==> config.mk <==
export PLATFORM = sky130hd
export DESIGN_NAME = fbs_stack
export DESIGN_NICKNAME = d
export VERILOG_FILES = /design/src/rtl/fbs_stack.sv
export SDC_FILE = /design/constraint.sdc
export NUM_CORES = 2
export LEC_CHECK = 0
export ABC_CLOCK_PERIOD_IN_PS = 44300
export CAP_MARGIN = 25
export CORE_ASPECT_RATIO = 0.6
export CORE_MARGIN = 5
export CORE_UTILIZATION = 48
export CTS_BUF_LIST = sky130_fd_sc_hd__clkbuf_8 sky130_fd_sc_hd__clkbuf_16
export CTS_CLUSTER_DIAMETER = 30
export DETAILED_ROUTE_END_ITERATION = 8
export GPL_TIMING_DRIVEN = 0
export PLACE_DENSITY_LB_ADDON = 0.05
export SLEW_MARGIN = 20
export SYNTH_ARGS = -nofsm -noshare
export SYNTH_HDL_FRONTEND = slang
export SYNTH_SLANG_ARGS = --single-unit
==> constraint.sdc <==
create_clock -name clk -period 44.3 [get_ports clk]
set_input_delay 8.86 -clock clk [delete_from_list [all_inputs] [get_ports clk]]
set_output_delay 8.86 -clock clk [all_outputs]
set_load 0.05 [all_outputs]
### Power grid

(0.5 px per um) Pins as bars on the die edge.
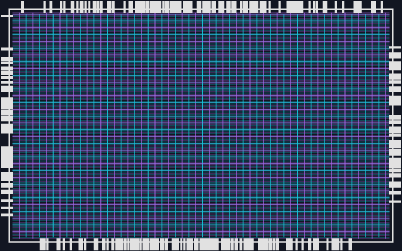
VSS -> purple
VDD -> cyan
signal pins = 526
met4 straps = 55
met5 straps = 33
met1 rails = 167
rows = 166
worst supply voltage drop on vdd: 43.2 uV
floorplan die width: 764 um
area inside the core boundary: 0.340 sq mm
vertical die size: 463 um

### The clock network

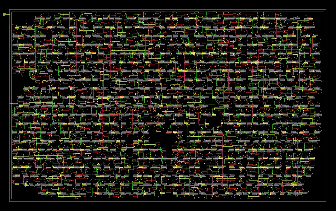
final-layout clock buffer total: 664
clock latency on the worst-skew pair: 950 ps

### Routed clock nets over the placement

(1 px per um)
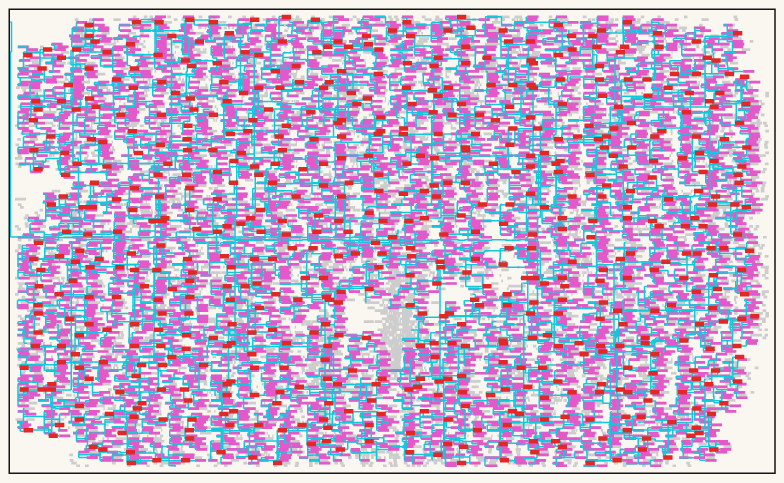
flip-flops -> magenta  # count 4363
clock-net drivers -> red  # count 615
clock wires -> cyan  # length 53.2 mm
routed clock nets = 616
power drawn by the clock network: 4.92 mW
Clk pwr share: 30.9%
final setup skew: 34.5 ps

### Routed metal, one color a layer

(1 px per um)
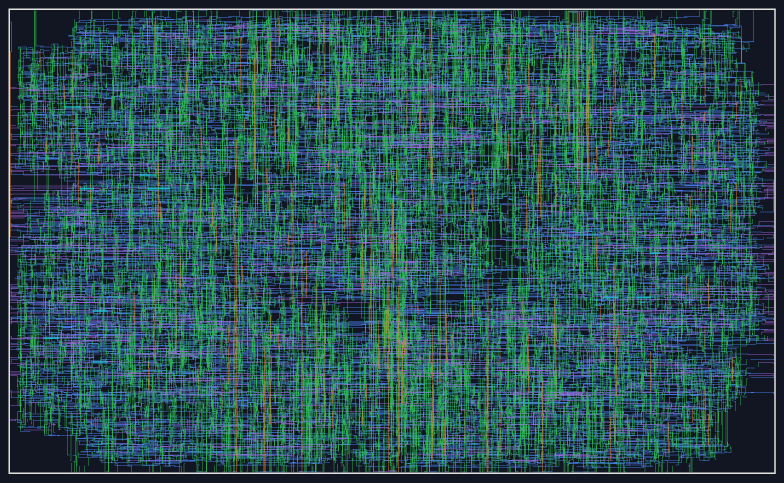
M1 -> blue  # wire length 206 mm
M5 -> cyan  # wire length 137 um
M4 -> orange  # wire length 12200 um
M3 -> purple  # wire length 39.8 mm
M2 -> green  # wire length 208 mm
Total Routing Usage GR: 26.4%
mean routed wirelength per cell: 33.3 um
total via count in the routed design: 83.8k

==> summary.txt <==
Reports from this run.

- The number of warning messages in the yosys log reads 0.
- TritonCTS built the clock tree.
- The floorplan report gives the top-level pin count as 526.
- The summed area of non-filler cells in the final layout reads 0.204 sq mm.
- Dividing total power by cell area gives a power density of 78.1 mW/mm^2.
- The largest fanout on the critical path is 14.
- Endpoints with negative setup slack in the final report add up to 0.
- The routed design could run at a clock period as short as 12040 ps.
- The worst setup path category is primary input to flop.
- The number of placement rows is 166.
- The register with the most flip-flops in the layout has 4096 of them.
- The synthesized design contains 4096 enable-type register cells.
- The synthesized flop and latch total reads 4363.
- The setup check on the worst reg-to-reg path leaves a slack of 36710 ps.
- The detailed placer's ending HPWL reads 309000 um.
- According to the timing report, the arrival time at the worst endpoint equals 12680 ps.
- The number of buffers added by the clock tree synthesis step reads 615.
- The count of endpoints failing hold in the final timing report reads 0.
- The count of antenna-violating nets left after detailed routing reads 0.
- Per the synthesis report, the single largest cell type by area occupies 75.1% of cell area.
- The starting density of the core is 48.1%.
- The actual transition at the worst max-transition pin is 1120 ps.
- The number of antenna violations at the first check in global routing reads 89.
- The maximum clock rate is 83.0 MHz.
- The count of unique library cells instantiated by Yosys reads 43.
- The first-pass GRT wire length is 657000 um.
- The number of max-slew violations in the final report is 0.
- The number of cell instances after yosys synthesis is 7427.
- The maximum number of pins on one net before global-route repair is 58.
- The global placement routability congestion reads 0.743.
- The share of the yosys chip area belonging to registers is 79.2%.
- The end-of-flow core utilization is 59.9%.
- For reference, the post-synthesis area per instance comes to 22.1 sq um.
- The required arrival time at the worst endpoint reads 44940 ps.
- The number of nets in the layout is 9186.
- Setup repair after global routing left no endpoint under its margin.
- The total cell area reported by yosys after synthesis is 0.164 sq mm.
- The number of instances resized during post-cts repair reads 0.
- The signed area change from the synthesized netlist to the final layout is 24.4%.
- The run finished with clean final reports.
- The post-detailed-route DRC marker count is 0.
- The maximum level of the CTS H-tree reads 6.
==> cell type report <==
cell class	count	area, sq um	share of cell area, %
Antenna cell	34	85.1	0.0417
Buffer	407	1940	0.950
Clock buffer	664	16200	7.95
Clock inverter	469	4740	2.33
Inverter	6	22.5	0.0111
Multi-Input combinational cell	2651	32300	15.9
Sequential cell	4363	130000	63.6
Tap cell	4536	5680	2.78
Timing Repair Buffer	875	13100	6.43
==> layer usage <==
layer	vias up	routed length [um]	global-route usage (%)	share of wire (%)
li1	34100	-	-	-
met1	45100	206000	41.0	44
met3	674	39800	5.57	8.5
met4	20	12200	7.05	2.6
met2	3809	208000	38.2	45
met5	-	137	0	0.029
==> kinds of logic after synthesis <==
kind of cell / share of synthesized area (%)
buf+inv: 1.18
flops: 79.2
compound gates: 2.58
simple gates: 1.31
fa+ha+maj: 0.0504
xor+xnor: 0.0634
mux: 15.7
==> per-stage QoR <==
stage	std cells	power [mW]	hold WS [ps]	setup WS, ps
finish	14000	15.9	496	32260
global route	14000	16.6	517	32200
CTS	14000	16.1	498	32270
detailed placement	12800	11.1	487	31320
global placement	12500	11.3	483	5040
floorplan	7427	8.85	698	23070
==> critical path, stage by stage <==
cell and delay [ps]:
clkdlybuf4s50_1 710, inv_1 100, a2111o_1 490, buf_6 300
o22a_1 220, o21a_1 310, nor2_4 580, buf_12 280
buf_16 190, buf_16 170, buf_16 190, buf_16 180
==> power by group <==
group          internal (mW)  total [mW]  switching, mW
clock network           3.10        4.92           1.82
registers               5.07        5.27          0.196
logic                   2.22        5.72           3.49
total                   10.4        15.9           5.51
==> synth_stat cells (2+ instances only) <==
cell and count:
edfxtp_1 4096, mux4_2 1024, nand2_1 517, a21oi_1 463, dfrtp_1 267, mux2i_1 258, clkbuf_1 214, o21ai_1 171
buf_2 149, o21ai_0 91, a21oi_2 52, buf_6 22, nor2_1 21, buf_1 19, nor3_1 9, xnor2_1 9
ha_1 5, inv_1 5, a31oi_1 3, and3_1 3, a21o_1 2, buf_4 2, nand3_1 2, nor2b_1 2
nor4_1 2, o22a_1 2
No activity file was given, so power comes from the tool's default toggle rates.
